## config.mk

```make
export PLATFORM = sky130hd
export DESIGN_NAME = mem_arbiter_flat
export DESIGN_NICKNAME = d
export VERILOG_FILES = /design/src/rtl/mem_pkg.sv /design/src/rtl/mem_arbiter_if.sv /design/src/rtl/mem_arbiter_starve_ctr.sv /design/src/rtl/mem_arbiter.sv /design/src/flat_wrapper.sv
export SDC_FILE = /design/constraint.sdc
export NUM_CORES = 1
export LEC_CHECK = 0
export ABC_AREA = 1
export CORE_ASPECT_RATIO = 1.5
export CORE_MARGIN = 2
export CORE_UTILIZATION = 40
export DETAILED_ROUTE_END_ITERATION = 8
export PLACE_DENSITY = 0.82
export SLEW_MARGIN = 10
export SYNTH_ARGS = -nofsm -noshare
export SYNTH_HDL_FRONTEND = slang
export SYNTH_SLANG_ARGS = --single-unit
```

## constraint.sdc

```tcl
create_clock -name clk -period 3.2 [get_ports clk]
set_clock_uncertainty 0.05 [all_clocks]
set_input_delay 0.32 -clock clk [delete_from_list [all_inputs] [get_ports clk]]
set_output_delay 0.32 -clock clk [all_outputs]
set_load 0.05 [all_outputs]
```

## src/rtl/mem_pkg.sv

```systemverilog
// ============================================================================
// Module      : mem_pkg
// Description : Shared encodings for the instruction/data memory arbiter.
// Revision    : 1.0 - initial release
// ============================================================================
`default_nettype none

package mem_pkg;

    // Access size encodings on the mmu port
    localparam logic [1:0] SZ_BYTE = 2'h0;
    localparam logic [1:0] SZ_HALF = 2'h1;
    localparam logic [1:0] SZ_WORD = 2'h2;

    // Arbiter state encodings
    localparam logic [1:0] ST_IDLE    = 2'd0;
    localparam logic [1:0] ST_GRANT   = 2'd1;
    localparam logic [1:0] ST_RELEASE = 2'd2;

    // Owner of the transaction currently on the mmu port
    localparam logic OWN_I = 1'b0;
    localparam logic OWN_D = 1'b1;

    // Read data returned to the owner when the watchdog aborts
    localparam logic [31:0] ABORT_PATTERN = 32'hDEAD_BEEF;

    // Latched copy of the granted request, driven straight onto the mmu port
    typedef struct packed {
        logic [31:0] addr;
        logic        rw;
        logic [31:0] wdata;
        logic [1:0]  size;
    } mem_req_t;

endpackage

`default_nettype wire

```

## src/rtl/mem_arbiter_if.sv

```systemverilog
// ============================================================================
// Module      : mem_arbiter_if
// Description : Requester-side and mmu-side signals of the memory arbiter.
// Revision    : 1.0 - initial release
// ============================================================================
`default_nettype none

interface mem_arbiter_if;

    // Instruction-fetch requester
    logic        i_req;
    logic [31:0] i_addr;
    logic        i_done;
    logic [31:0] i_rdata;

    // Load/store requester
    logic        d_req;
    logic        d_rw;
    logic [31:0] d_addr;
    logic [31:0] d_wdata;
    logic [1:0]  d_size;
    logic        d_done;
    logic [31:0] d_rdata;

    // mmu port
    logic [31:0] m_address;
    logic        m_rw_req;
    logic        m_rw;
    logic [31:0] m_write_data;
    logic [1:0]  m_size;
    logic [31:0] m_read_data;
    logic        m_data_valid;
    logic        m_busy;

    logic        timeout_err;

    // Arbiter view: serves the requesters and drives the mmu request
    modport slave (
        input  i_req, i_addr,
        output i_done, i_rdata,
        input  d_req, d_rw, d_addr, d_wdata, d_size,
        output d_done, d_rdata,
        output m_address, m_rw_req, m_rw, m_write_data, m_size,
        input  m_read_data, m_data_valid, m_busy,
        output timeout_err
    );

    // Environment view: requesters plus the mmu responder
    modport master (
        output i_req, i_addr,
        input  i_done, i_rdata,
        output d_req, d_rw, d_addr, d_wdata, d_size,
        input  d_done, d_rdata,
        input  m_address, m_rw_req, m_rw, m_write_data, m_size,
        output m_read_data, m_data_valid, m_busy,
        input  timeout_err
    );

endinterface

`default_nettype wire

```

## src/rtl/mem_arbiter_starve_ctr.sv

```systemverilog
// ============================================================================
// Module      : arb_starve_ctr
// Description : Saturating counter of data grants made while fetch waits.
// Revision    : 1.0 - initial release
// ============================================================================
`default_nettype none

module arb_starve_ctr #(
    parameter int LIMIT = 4
) (
    input  wire logic clk,
    input  wire logic rst,
    input  wire logic i_clr,
    input  wire logic i_inc,
    output logic      o_limit_hit
);

    localparam int c_width = (LIMIT < 1) ? 1 : $clog2(LIMIT + 1);
    localparam logic [c_width-1:0] c_limit = c_width'(LIMIT);

    logic [c_width-1:0] r_count;

    always_ff @(posedge clk) begin
        if (rst) begin
            r_count <= '0;
        end else if (i_clr) begin
            r_count <= '0;
        end else if (i_inc && (r_count != c_limit)) begin
            r_count <= r_count + 1'b1;
        end
    end

    assign o_limit_hit = (r_count >= c_limit);

endmodule

`default_nettype wire

```

## src/rtl/mem_arbiter.sv

```systemverilog
// ============================================================================
// Module      : mem_arbiter
// Description : Shares one mmu port between instruction fetch and load/store,
//               with data priority, starvation bound and a hang watchdog.
// Revision    : 1.0 - initial release
// ============================================================================
`default_nettype none

module mem_arbiter
    import mem_pkg::*;
#(
    parameter int STARVE_LIMIT = 4,
    parameter int TIMEOUT      = 1023
) (
    input  wire logic     clk,
    input  wire logic     reset,
    mem_arbiter_if.slave  bus
);

    localparam int c_wdog_w = (TIMEOUT < 2) ? 1 : $clog2(TIMEOUT + 1);
    localparam logic [c_wdog_w-1:0] c_wdog_last = c_wdog_w'(TIMEOUT - 1);

    logic [1:0]          r_state;
    logic [1:0]          w_state_nxt;
    logic                r_owner;
    mem_req_t            r_req;
    mem_req_t            w_req_nxt;
    logic                r_rw_req;
    logic [c_wdog_w-1:0] r_wdog;
    logic                r_i_done;
    logic                r_d_done;
    logic [31:0]         r_i_rdata;
    logic [31:0]         r_d_rdata;
    logic                r_timeout_err;

    logic                w_grant_i;
    logic                w_grant_d;
    logic                w_complete;
    logic                w_abort;
    logic                w_limit_hit;
    logic [31:0]         w_rdata;

    arb_starve_ctr #(
        .LIMIT (STARVE_LIMIT)
    ) u_starve_ctr (
        .clk         (clk),
        .rst         (reset),
        .i_clr       (w_grant_i || (w_grant_d && !bus.i_req)),
        .i_inc       (w_grant_d && bus.i_req),
        .o_limit_hit (w_limit_hit)
    );

    always_ff @(posedge clk) begin
        if (reset) begin
            r_state <= ST_IDLE;
        end else begin
            r_state <= w_state_nxt;
        end
    end

    always_comb begin
        w_state_nxt = r_state;
        w_grant_i   = 1'b0;
        w_grant_d   = 1'b0;
        w_complete  = 1'b0;
        w_abort     = 1'b0;
        case (r_state)
            ST_IDLE: begin
                // Data wins unless fetch has been held off STARVE_LIMIT times
                w_grant_d = bus.d_req && !(bus.i_req && w_limit_hit);
                w_grant_i = bus.i_req && !w_grant_d;
                if (w_grant_d || w_grant_i) begin
                    w_state_nxt = ST_GRANT;
                end
            end
            ST_GRANT: begin
                // A genuine completion outranks a coincident watchdog expiry
                if (bus.m_data_valid) begin
                    w_complete  = 1'b1;
                    w_state_nxt = ST_RELEASE;
                end else if (r_wdog == c_wdog_last) begin
                    w_abort     = 1'b1;
                    w_state_nxt = ST_RELEASE;
                end
            end
            ST_RELEASE: begin
                if (!bus.m_busy) begin
                    w_state_nxt = ST_IDLE;
                end
            end
            default: begin
                w_state_nxt = ST_IDLE;
            end
        endcase
    end

    always_comb begin
        if (w_grant_d) begin
            w_req_nxt = '{addr: bus.d_addr, rw: bus.d_rw, wdata: bus.d_wdata, size: bus.d_size};
        end else begin
            w_req_nxt = '{addr: bus.i_addr, rw: 1'b0, wdata: 32'h0, size: SZ_WORD};
        end
    end

    assign w_rdata = w_complete ? bus.m_read_data : ABORT_PATTERN;

    always_ff @(posedge clk) begin
        if (reset) begin
            r_owner       <= OWN_I;
            r_req         <= '0;
            r_rw_req      <= 1'b0;
            r_wdog        <= '0;
            r_i_done      <= 1'b0;
            r_d_done      <= 1'b0;
            r_i_rdata     <= '0;
            r_d_rdata     <= '0;
            r_timeout_err <= 1'b0;
        end else begin
            r_i_done      <= 1'b0;
            r_d_done      <= 1'b0;
            r_timeout_err <= 1'b0;

            if (w_grant_d || w_grant_i) begin
                r_req    <= w_req_nxt;
                r_rw_req <= 1'b1;
                r_owner  <= w_grant_d ? OWN_D : OWN_I;
                r_wdog   <= '0;
            end

            if (r_state == ST_GRANT) begin
                r_wdog <= r_wdog + 1'b1;
            end

            if (w_complete || w_abort) begin
                r_rw_req      <= 1'b0;
                r_timeout_err <= w_abort;
                if (r_owner == OWN_D) begin
                    r_d_done  <= 1'b1;
                    r_d_rdata <= w_rdata;
                end else begin
                    r_i_done  <= 1'b1;
                    r_i_rdata <= w_rdata;
                end
            end
        end
    end

    assign bus.m_address    = r_req.addr;
    assign bus.m_rw         = r_req.rw;
    assign bus.m_write_data = r_req.wdata;
    assign bus.m_size       = r_req.size;
    assign bus.m_rw_req     = r_rw_req;
    assign bus.i_done       = r_i_done;
    assign bus.i_rdata      = r_i_rdata;
    assign bus.d_done       = r_d_done;
    assign bus.d_rdata      = r_d_rdata;
    assign bus.timeout_err  = r_timeout_err;

endmodule

`default_nettype wire

```

## src/flat_wrapper.sv

```systemverilog
// flat-port wrapper written by rule: the top's interface ports become plain ports
module mem_arbiter_flat import mem_pkg::*;
#(
    parameter int STARVE_LIMIT = 4,
    parameter int TIMEOUT      = 1023
)
  (clk, reset, bus_i_req, bus_i_addr, bus_i_done, bus_i_rdata, bus_d_req, bus_d_rw, bus_d_addr, bus_d_wdata, bus_d_size, bus_d_done, bus_d_rdata, bus_m_address, bus_m_rw_req, bus_m_rw, bus_m_write_data, bus_m_size, bus_m_read_data, bus_m_data_valid, bus_m_busy, bus_timeout_err);
  mem_arbiter_if bus_i ();
  input  wire logic clk;
  input  wire logic reset;
  input wire logic [$bits(bus_i.i_req)-1:0] bus_i_req;
  input wire logic [$bits(bus_i.i_addr)-1:0] bus_i_addr;
  output wire logic [$bits(bus_i.i_done)-1:0] bus_i_done;
  output wire logic [$bits(bus_i.i_rdata)-1:0] bus_i_rdata;
  input wire logic [$bits(bus_i.d_req)-1:0] bus_d_req;
  input wire logic [$bits(bus_i.d_rw)-1:0] bus_d_rw;
  input wire logic [$bits(bus_i.d_addr)-1:0] bus_d_addr;
  input wire logic [$bits(bus_i.d_wdata)-1:0] bus_d_wdata;
  input wire logic [$bits(bus_i.d_size)-1:0] bus_d_size;
  output wire logic [$bits(bus_i.d_done)-1:0] bus_d_done;
  output wire logic [$bits(bus_i.d_rdata)-1:0] bus_d_rdata;
  output wire logic [$bits(bus_i.m_address)-1:0] bus_m_address;
  output wire logic [$bits(bus_i.m_rw_req)-1:0] bus_m_rw_req;
  output wire logic [$bits(bus_i.m_rw)-1:0] bus_m_rw;
  output wire logic [$bits(bus_i.m_write_data)-1:0] bus_m_write_data;
  output wire logic [$bits(bus_i.m_size)-1:0] bus_m_size;
  input wire logic [$bits(bus_i.m_read_data)-1:0] bus_m_read_data;
  input wire logic [$bits(bus_i.m_data_valid)-1:0] bus_m_data_valid;
  input wire logic [$bits(bus_i.m_busy)-1:0] bus_m_busy;
  output wire logic [$bits(bus_i.timeout_err)-1:0] bus_timeout_err;
  assign bus_i.i_req = bus_i_req;
  assign bus_i.i_addr = bus_i_addr;
  assign bus_i_done = bus_i.i_done;
  assign bus_i_rdata = bus_i.i_rdata;
  assign bus_i.d_req = bus_d_req;
  assign bus_i.d_rw = bus_d_rw;
  assign bus_i.d_addr = bus_d_addr;
  assign bus_i.d_wdata = bus_d_wdata;
  assign bus_i.d_size = bus_d_size;
  assign bus_d_done = bus_i.d_done;
  assign bus_d_rdata = bus_i.d_rdata;
  assign bus_m_address = bus_i.m_address;
  assign bus_m_rw_req = bus_i.m_rw_req;
  assign bus_m_rw = bus_i.m_rw;
  assign bus_m_write_data = bus_i.m_write_data;
  assign bus_m_size = bus_i.m_size;
  assign bus_i.m_read_data = bus_m_read_data;
  assign bus_i.m_data_valid = bus_m_data_valid;
  assign bus_i.m_busy = bus_m_busy;
  assign bus_timeout_err = bus_i.timeout_err;
  mem_arbiter #(.STARVE_LIMIT(STARVE_LIMIT), .TIMEOUT(TIMEOUT)) u_core (.clk(clk), .reset(reset), .bus(bus_i));
endmodule
```

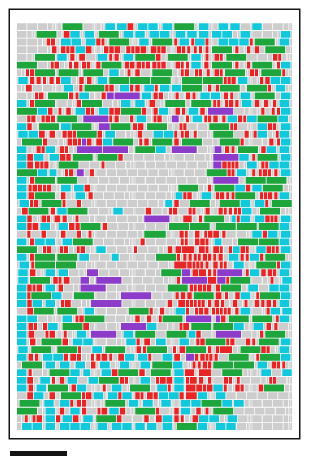
Fig. 1. Cell classes on the final placement.
The bar under the picture is 20 um long. Fill, decap, tap and diode cells in gray.
[flops] green | cells: 151
[all other logic] red | cells: 549
[clock drivers and dummy loads] purple | cells: 32
[other buffers and delay cells] cyan | cells: 279
flop share of the area: 0.329
Core Footprint: 14100 um2
final instance area: 9180 um2
final design utilization: 0.653
standard-cell row count: 53

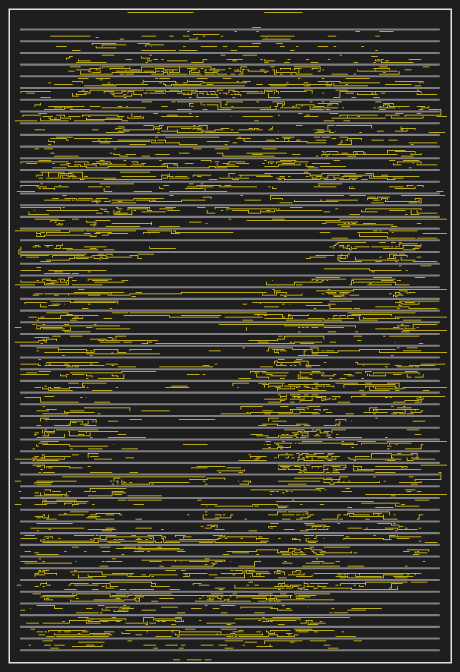
Fig. 2. M1 wires.
Supply wires on this layer in gray.
main direction: horizontal
share of all routed wire: 39%
nets with wire on the layer: 988
longest straight run: 36.8 um
wire length on this layer: 6910 um
wire length reported by the detailed router: 17.8 mm
global routing met1 resource utilization: 0.251
vias: 5991

==> summary.rpt <==
LAYOUT
--------------------------------------------------------------------------------------
Number of logic gates                                                              522
Proportion of cell area spent on the clock network                              0.0645
Flop count                                                                         151
Synth-to-Final Area Change                                                       58.4%
Most frequent logic cells in the routed design                            270 x clkdlybuf4s50_1, 150 x dfxtp_1, 135 x nand2_1
Filler cell count in the final layout                                             1232
Layout cell share with drive strength beyond 1                                  0.0574
Most numerous logic cell after layout                                     clkdlybuf4s50_1
Antenna cells                                                                        0
Fraction of cell area in non-clock buffers                                       0.301

GLOBAL ROUTE
--------------------------------------------------------------------------------------
Global route overflow                                                                0
Initial antenna violation count                                                      0
Largest net degree at the start of global routing                                   64
Met3 track demand over resource in global routing                               0.0683
Met2 Track Usage GR                                                              0.389
Global-route wire length before repair                                         27.6 mm
Total Routing Usage GR                                                           0.225

YOSYS
--------------------------------------------------------------------------------------
Number of warnings reported in the yosys synthesis log                               0
Largest area contributor in the netlist                                        dfxtp_1
FA/HA/MAJ Cells, Area Fraction                                                 0.00864
Post-synth top area share                                                        0.522
XOR/XNOR Fraction of Synth Area                                                0.00302
Area figure in the yosys stat output                                          5790 um2
Dominant kind of combinational cell                                       AND-OR/OR-AND gates
Number of cells produced by synthesis                                              751
Mean area per synthesized cell                                                7.72 um2
Fraction of the yosys area taken by sequential cells                             0.522
Simple-Gate Fraction of Synth Area                                               0.203
Ys async rst share                                                                   0
Post-synthesis cell count from yosys                                               751
Area of the mapped netlist                                                    5790 um2
Number of synthesized register bits                                                151
Area fraction in compound gates after synthesis                                  0.209
Post-synthesis mux area share                                                        0

STA
--------------------------------------------------------------------------------------
Transition time of the tightest slew-check pin                                0.660 ns
Number of setup violations in the final report                                       0
Sum of negative setup slack                                                       0 ns
Time the worst path needs with I/O delays and setup                            2.20 ns
Tcrit/Tclk final                                                                 0.688
Post-route worst hold slack                                                   0.397 ns
Pins Over Slew Limit                                                                 0
Setup ws final                                                                0.997 ns

CLOCKING
--------------------------------------------------------------------------------------
Cts bufs inserted                                                                   17
CTS Buffer Depth                                                                     2
Clock tree root driver cell                                                  clkbuf_16
# clock sinks                                                                      151
Latency at later pin                                                           0.41 ns
PostCTS Resize Cnt                                                                   0
TritonCTS clock tree                                                              done
Number of levels in the clock H-tree                                                 4
Number of hold buffers added after cts                                               0

SETUP PATH
--------------------------------------------------------------------------------------
Reg2Reg Depth                                                                        8
CP required                                                                    3.41 ns
Startpoint Class                                                          primary input
Logic depth of the worst path, buffers included                                      8
CP Max Fanout                                                                       36
Data arrival time of the critical path                                         2.41 ns
Worst Setup SP                                                               bus_i_req
Worst flop-to-flop path endpoint                                          u_core.bus.i_rdata[6]
Category of the most critical setup path                                  primary input to register
Slowest cell on crit path                                                 clkdlybuf4s50_1
Worst path bufs/invs                                                                 2

DETAILED ROUTING
--------------------------------------------------------------------------------------
DRC violation count after routing                                                    0
Detailed-route wire length per cell                                            14.8 um
Total iterations of the first detailed-routing run                                   6
Met2 wire length                                                               8.99 mm
Antenna-violating nets left                                                          0

PLACE
--------------------------------------------------------------------------------------
HPWL Detailed                                                                  12.1 mm
PortBufs                                                                           271
Weighted congestion reported at the end of routability-driven placement          0.892

PWR
--------------------------------------------------------------------------------------
Sequential power share                                                           0.393
Leak pwr                                                                    0.00337 uW
Sw frac                                                                          0.314
Share of total power in combinational logic                                      0.226
Power Dens Cells                                                            573 nW/um2
Power drawn by the combinational cells                                         1190 uW
Clk power                                                                      2010 uW
Net load switching power                                                       1650 uW
Flop+latch power                                                               2060 uW

DIE
--------------------------------------------------------------------------------------
Die area                                                                     15500 um2
Vert. Die Dim                                                                   151 um
Floorplan utilization                                                            0.412
Top-level port count                                                               272

MIN PATH
--------------------------------------------------------------------------------------
Endpoint of the worst hold-timing path                                    u_core.r_state[1]
Source of the worst hold timing path                                             reset
Worst min-delay path category                                             primary input to register
Number of instances on the worst hold path                                           4

RUN STATUS
--------------------------------------------------------------------------------------
Outcome                                                                      completed

FLOW RUN
--------------------------------------------------------------------------------------
Count of max-cap constraint violations                                               0

Power and IR drop assume default switching activity.
